`config.mk`:
```
export PLATFORM = sky130hd
export DESIGN_NAME = motor3_commutation_sequencer
export DESIGN_NICKNAME = d
export VERILOG_FILES = /design/src/rtl/motor3_commutation_sequencer.sv
export SDC_FILE = /design/constraint.sdc
export NUM_CORES = 1
export LEC_CHECK = 0
export CORE_ASPECT_RATIO = 1.4
export CORE_UTILIZATION = 54
export DETAILED_ROUTE_END_ITERATION = 8
export GPL_TIMING_DRIVEN = 0
export PLACE_DENSITY = 0.83
export REMOVE_ABC_BUFFERS = 1
export SLEW_MARGIN = 15
export SYNTH_ARGS = -nofsm -noshare
export SYNTH_HDL_FRONTEND = slang
export SYNTH_SLANG_ARGS = --single-unit
```
`constraint.sdc`:
```
create_clock -name clkI -period 5.45 [get_ports clkI]
set_clock_uncertainty 0.1 [all_clocks]
set_input_delay 0.545 -clock clkI [delete_from_list [all_inputs] [get_ports clkI]]
set_output_delay 0.545 -clock clkI [all_outputs]
set_load 0.01 [all_outputs]
```
`src/rtl/motor3_commutation_sequencer.sv`:
```
// Six-step trapezoidal commutation sequencer for a 3-phase half-bridge driver.
// Optional high-side PWM chopping during DRIVE is enabled by defining MOTOR3_PWM_EN.
module motor3_commutation_sequencer #(
  parameter int PERIOD_W = 16,
  parameter int DEAD_W   = 8
) (
  input  logic                clkI,
  input  logic                rstI,
  input  logic                enI,
  input  logic                dirI,
  input  logic                faultI,
  input  logic [PERIOD_W-1:0] stepPeriodI,
  input  logic [DEAD_W-1:0]   deadTimeI,
  input  logic [7:0]          pwmDutyI,
  output logic [1:0]          phA_down1_up2o,
  output logic [1:0]          phB_down1_up2o,
  output logic [1:0]          phC_down1_up2o,
  output logic [2:0]          stepO,
  output logic                busyO,
  output logic                faultO
);

  localparam int CNT_W = (PERIOD_W > DEAD_W) ? PERIOD_W : DEAD_W;
  localparam logic [1:0] PH_OFF = 2'd0;
  localparam logic [1:0] PH_LO  = 2'd1;
  localparam logic [1:0] PH_HI  = 2'd2;

  typedef enum logic [1:0] {IDLE, DEAD, DRIVE} state_t;

  state_t           r_state, w_state_nxt;
  logic [CNT_W-1:0] r_cnt, w_cnt_nxt, w_dead_load, w_per_load;
  logic [2:0]       r_step, w_step_nxt, w_step_inc, w_step_dec;
  logic             r_fault, w_fault_nxt, r_busy;
  logic [1:0]       r_pha, r_phb, r_phc;
  logic [5:0]       w_ph_nxt;
  logic             w_hi_on;

  // Counters hold (interval - 1); a zero setting still yields one clock.
  assign w_dead_load = (deadTimeI == '0)   ? '0 : CNT_W'(deadTimeI - DEAD_W'(1));
  assign w_per_load  = (stepPeriodI == '0) ? '0 : CNT_W'(stepPeriodI - PERIOD_W'(1));
  assign w_step_inc  = (r_step == 3'd5) ? 3'd0 : r_step + 3'd1;
  assign w_step_dec  = (r_step == 3'd0) ? 3'd5 : r_step - 3'd1;

`ifdef MOTOR3_PWM_EN
  logic [7:0] r_pwm;
  // Each DRIVE clock consumes one counter value, so duty 255 gives 255/256 on.
  assign w_hi_on = (r_pwm < pwmDutyI);
  always_ff @(posedge clkI) begin
    if (rstI)                      r_pwm <= '0;
    else if (w_state_nxt == DRIVE) r_pwm <= r_pwm + 8'd1;
  end
`else
  logic w_unused_duty;
  assign w_unused_duty = ^pwmDutyI;
  assign w_hi_on       = 1'b1;
`endif

  // Packed {A,B,C} command for a step; hi_on gates only the high side.
  function automatic logic [5:0] f_phase(input logic [2:0] step, input logic hi_on);
    logic [1:0] hi;
    hi = hi_on ? PH_HI : PH_OFF;
    case (step)
      3'd0:    f_phase = {hi, PH_LO, PH_OFF};
      3'd1:    f_phase = {hi, PH_OFF, PH_LO};
      3'd2:    f_phase = {PH_OFF, hi, PH_LO};
      3'd3:    f_phase = {PH_LO, hi, PH_OFF};
      3'd4:    f_phase = {PH_LO, PH_OFF, hi};
      3'd5:    f_phase = {PH_OFF, PH_LO, hi};
      default: f_phase = '0;
    endcase
  endfunction

  always_comb begin
    w_state_nxt = r_state;
    w_cnt_nxt   = r_cnt;
    w_step_nxt  = r_step;
    w_fault_nxt = r_fault;
    if (faultI) begin
      w_fault_nxt = 1'b1;
      w_state_nxt = IDLE;
      w_cnt_nxt   = '0;
    end else if (!enI || r_fault) begin
      w_state_nxt = IDLE;
      w_cnt_nxt   = '0;
    end else begin
      case (r_state)
        IDLE: begin
          w_state_nxt = DEAD;
          w_cnt_nxt   = w_dead_load;
        end
        DEAD: begin
          if (r_cnt == '0) begin
            w_state_nxt = DRIVE;
            w_cnt_nxt   = w_per_load;
          end else begin
            w_cnt_nxt = r_cnt - CNT_W'(1);
          end
        end
        DRIVE: begin
          if (r_cnt == '0) begin
            w_state_nxt = DEAD;
            w_cnt_nxt   = w_dead_load;
            w_step_nxt  = dirI ? w_step_inc : w_step_dec;
          end else begin
            w_cnt_nxt = r_cnt - CNT_W'(1);
          end
        end
        default: begin
          w_state_nxt = IDLE;
          w_cnt_nxt   = '0;
        end
      endcase
    end
    w_ph_nxt = (w_state_nxt == DRIVE) ? f_phase(w_step_nxt, w_hi_on) : '0;
  end

  // Outputs are registered from the next-state decode, alongside the state.
  always_ff @(posedge clkI) begin
    if (rstI) begin
      r_state <= IDLE;
      r_cnt   <= '0;
      r_step  <= '0;
      r_fault <= 1'b0;
      r_busy  <= 1'b0;
      r_pha   <= PH_OFF;
      r_phb   <= PH_OFF;
      r_phc   <= PH_OFF;
    end else begin
      r_state <= w_state_nxt;
      r_cnt   <= w_cnt_nxt;
      r_step  <= w_step_nxt;
      r_fault <= w_fault_nxt;
      r_busy  <= (w_state_nxt != IDLE);
      r_pha   <= w_ph_nxt[5:4];
      r_phb   <= w_ph_nxt[3:2];
      r_phc   <= w_ph_nxt[1:0];
    end
  end

  assign phA_down1_up2o = r_pha;
  assign phB_down1_up2o = r_phb;
  assign phC_down1_up2o = r_phc;
  assign stepO          = r_step;
  assign busyO          = r_busy;
  assign faultO         = r_fault;

endmodule

```
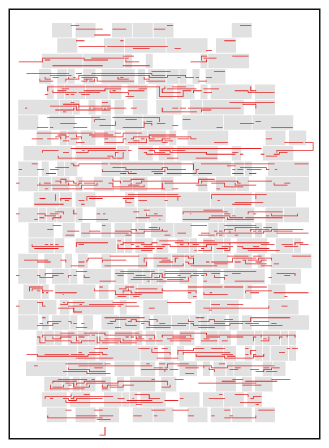
*Metal 1, run 1*
Cells faint in the background.
longest straight run: 21.6 um
main direction: horizontal

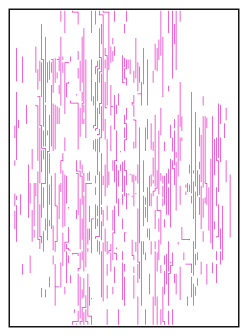
*Metal 2, run 1*
wire length on this layer: 2420 um
nets with wire on the layer: 274
grt met2 use: 0.434
Vias: 1921
routed wire length: 4.68 mm

==> flow_summary.json, run 1 <==
{
  "outcome": "complete, no violations",
  "ys_sh_simple": 0.326,
  "antennaDiodeCount": 0,
  "hold_viol_final": 0,
  "whs_ns": 0.430,
  "yosys-stat-cells": 246,
  "grt_max_degree": 15,
  "critical_path.top_delay_family": "simple AND/OR/NAND/NOR gates",
  "rsz0062_at_grt": "false",
  "route.detailed.wl_per_inst_um": 14.1,
  "setup.worst_path.start_class": "register",
  "hold_class": "register to register",
  "seq_power_w": 0.000220,
  "p_per_area_mw_per_mm2": 196,
  "swShare": 0.298,
  "num_tap_cells": 42,
  "maxCapViolations": 0,
  "synth-async-reset-ratio": 0,
  "clkbuf_count": 5,
  "lay_top_cells": "39 x clkdlybuf4s50_1, 29 x dfxtp_1, 28 x nor2_1",
  "ctsResizeCount": 0,
  "p_int_w": 0.000357,
  "largest_register_ffs": 16,
  "ant_nets": 0,
  "io-pin-count": 48,
  "grt_overflow": 0,
  "clockPowerShare": 0.340,
  "maxPowerGroup": "sequential cells"
}
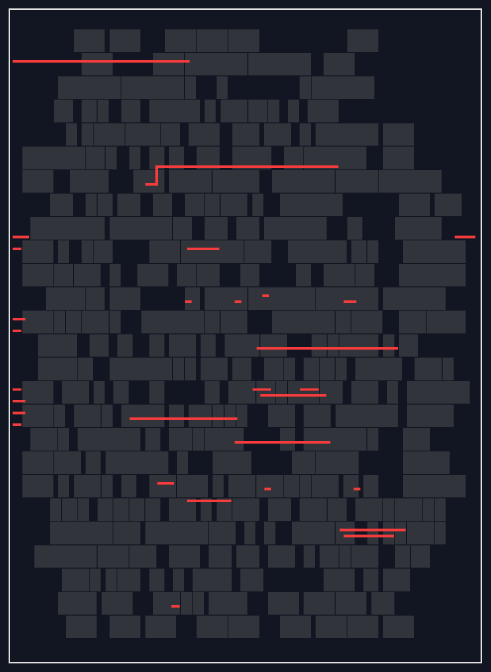
*Metal 3, run 1*
Cells faint in the background.
share of all routed wire: 2.8%
longest straight run: 20.9 um
wire length on this layer: 130 um
main direction: horizontal

run 1: layer usage:
layer | part of all wire | global-route usage | wire [um] | up-vias
met2 | 0.52 | 0.434 | 2420 | 35
met1 | 0.43 | 0.308 | 1990 | 896
met3 | 0.028 | 0.0639 | 130 | 14
met4 | 0.029 | 0.125 | 137 | 0
li1 | - | - | - | 976
met5 | 0 | 0 | 0 | -
run 1: worst paths after layout:
check / startpoint / end / slack (ns) / cells after the start
hold reg to reg: faultO / faultO / 0.43 / 2
hold / removal: faultO / faultO / 0.43 / 2
setup reg to reg: r_cnt[0] / r_cnt[10] / 2.64 / 8
setup / recovery: r_cnt[0] / r_cnt[10] / 2.64 / 8
### Routing congestion map, run 1

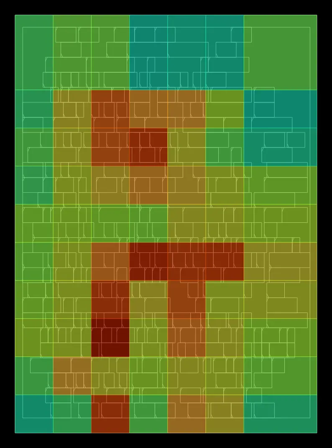

## Run 2: what changed since run 1
--- a/config.mk
+++ b/config.mk
@@ -6,10 +6,10 @@
 export NUM_CORES = 1
 export LEC_CHECK = 0
 export CORE_ASPECT_RATIO = 1.4
-export CORE_UTILIZATION = 54
+export CORE_UTILIZATION = 46
 export DETAILED_ROUTE_END_ITERATION = 8
 export GPL_TIMING_DRIVEN = 0
-export PLACE_DENSITY = 0.83
+export PLACE_DENSITY = 0.75
 export REMOVE_ABC_BUFFERS = 1
 export SLEW_MARGIN = 15
 export SYNTH_ARGS = -nofsm -noshare
==> constraint.sdc (replaced) <==
create_clock -name clkI -period 2.4 [get_ports clkI]
set_clock_uncertainty 0.1 [all_clocks]
set_input_delay 0.24 -clock clkI [delete_from_list [all_inputs] [get_ports clkI]]
set_output_delay 0.24 -clock clkI [all_outputs]
set_load 0.01 [all_outputs]
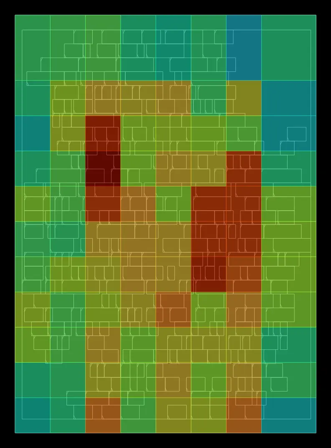
*Routing congestion map, run 2*
met3 Resource Use GR: 0.0378
Top Usage Layer GRT: met2
grt met2 use: 0.372

==> flow_summary.json, run 2 <==
{
  "antennaDiodeCount": 0,
  "critical_path.top_delay_family": "simple AND/OR/NAND/NOR gates",
  "min_path_cells": 2,
  "rr_worst_depth": 6,
  "largest_register_ffs": 16,
  "ys_sh_simple": 0.326,
  "outcome": "complete, no violations",
  "wl_met1_mm": 2.02,
  "cp-startpoint": "r_cnt[8]",
  "setup.worst_path.start_class": "register",
  "maxCapViolations": 0,
  "r2r-start": "r_cnt[8]",
  "yosys-stat-cells": 246,
  "whs_ns": 0.409,
  "lay_top_cells": "39 x clkdlybuf4s50_1, 29 x dfxtp_1, 27 x nor2_1",
  "endpoint": "r_cnt[10]",
  "route.detailed.wl_per_inst_um": 13.2,
  "swShare": 0.282,
  "hold_class": "register to register",
  "ant_nets": 0,
  "grt_overflow": 0
}
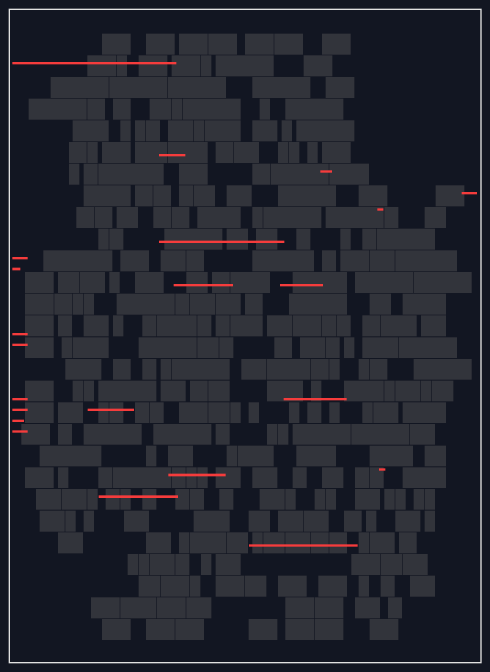
*Metal 3, run 2*
Cells faint in the background.
share of all routed wire: 2.3%
nets with wire on the layer: 16
longest straight run: 20.2 um
main direction: horizontal
routed wire length: 4.69 mm
Vias: 1941

run 2: repair_timing:
item | in CTS | in global routing
gates resized | 0 | 5
endpoints found under the setup margin | 24 | 20
pin swaps | 2 | 2
buffers inserted | 2 | 4
run 2: how the worst min path moves through the flow:
stage                       from        to  slack (ns)
after floorplan             rstI  stepO[0]        0.21
after global placement    faultO    faultO        0.39
after detailed placement  faultO    faultO        0.40
after CTS                 faultO    faultO        0.41
after global routing      faultO    faultO        0.46
final                     faultO    faultO        0.41
run 2: power by group through the flow:
stage | clock (W) | sequential [W] | combinational, W
floorplan | 0 | 0.000509 | 0.000160
global placement | 0 | 0.000509 | 0.000257
detailed placement | 0 | 0.000510 | 0.000260
CTS | 0.000380 | 0.000499 | 0.000272
global route | 0.000400 | 0.000501 | 0.000306
finish | 0.000375 | 0.000500 | 0.000280
## Run 3: what changed since run 2
--- a/config.mk
+++ b/config.mk
@@ -6,6 +6,7 @@
 export NUM_CORES = 1
 export LEC_CHECK = 0
 export CORE_ASPECT_RATIO = 1.4
+export CORE_MARGIN = 3
 export CORE_UTILIZATION = 46
 export DETAILED_ROUTE_END_ITERATION = 8
 export GPL_TIMING_DRIVEN = 0
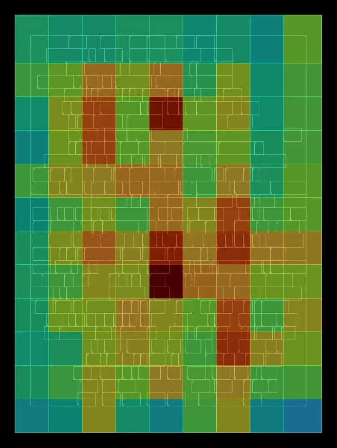
*Routing congestion map, run 3*
GR Layer Usage met1: 0.199
Util after Layout: 0.630
Total GRT Usage: 0.184
met3 Resource Use GR: 0.0433

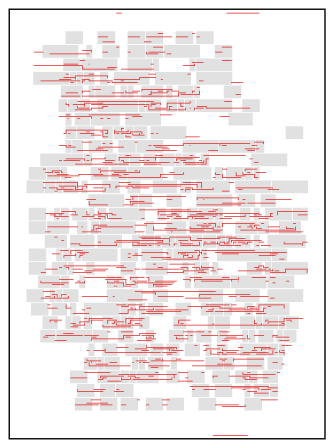
*Metal 1, run 3*
Cells faint in the background.
longest straight run: 22.1 um
main direction: horizontal
wire length on this layer: 1910 um
Vias: 1903
routed wire length: 4.69 mm

==> flow_summary.json, run 3 <==
{
  "dp_cells": 341,
  "cp.required_ns": 2.49,
  "rr_worst_depth": 8,
  "endpoint": "r_cnt[12]",
  "setup_violations": 0,
  "antennaDiodeCount": 0,
  "xor_area_frac": 0.121,
  "route.detailed.wl_per_inst_um": 13.2,
  "mostFrequentLayoutCell": "clkdlybuf4s50_1",
  "outcome": "complete, no violations",
  "post_cts_buffers": 2,
  "ys_sh_simple": 0.326,
  "setup.worst_path.start_class": "input pin",
  "hold_path_end": "faultO",
  "wl_met1_mm": 1.91,
  "grt_overflow": 0,
  "fin_ws_ns": 0.137,
  "yosys-stat-cells": 246,
  "ant_nets": 0,
  "wl_met3_um": 162,
  "io-pin-count": 48,
  "ys_sh_aoi": 0.194,
  "hp-start": "faultO",
  "dpl_cell_area_sq_mm": 0.00254,
  "use_met2": 0.339,
  "tightest_slew_ns": 0.571,
  "whs_ns": 0.412,
  "rows": 28,
  "fin_area_sq_mm": 0.00271,
  "busiest_layer": "met2",
  "min_path_cells": 2,
  "lay_top_cells": "39 x clkdlybuf4s50_1, 29 x dfxtp_1, 27 x nor2_1",
  "largest_register_ffs": 16,
  "clkLatencyLatePin_ns": 0.28,
  "r2r-start": "r_cnt[0]",
  "hold_class": "register to register",
  "maxCapViolations": 0,
  "ctsResizeCount": 0,
  "yosysWarningCount": 0,
  "cp-startpoint": "deadTimeI[2]",
  "cp_max_fo": 5
}
## run 3: cell counts after synthesis
Identical to the previous run, type by type.
## run 3: worst max-delay path, cell delays in order
cell and delay, ns:
clkdlybuf4s50_1 0.48, nor4_2 0.37, nand2b_1 0.18, nor4b_4 0.35, nor3b_4 0.35, nor2_2 0.13, a221oi_2 0.25
## run 3: cell type report
class                      instances  area [sq um]  area share
multi-input combinational        202          1470       0.542
sequential                        29           581       0.214
timing repair buffer              44           428       0.158
clock buffer                       7          86.3      0.0318
tap                               60          75.1      0.0277
inverter                          11          41.3      0.0152
clock inverter                     1          30.0      0.0111
## run 3: where the power goes
group          internal (W)  switching (W)  leakage, nW
logic              0.000134       0.000144        0.732
clock network      0.000338       0.000183       0.0585
registers          0.000489      0.0000103        0.235
No activity file was given, so power comes from the tool's default toggle rates.
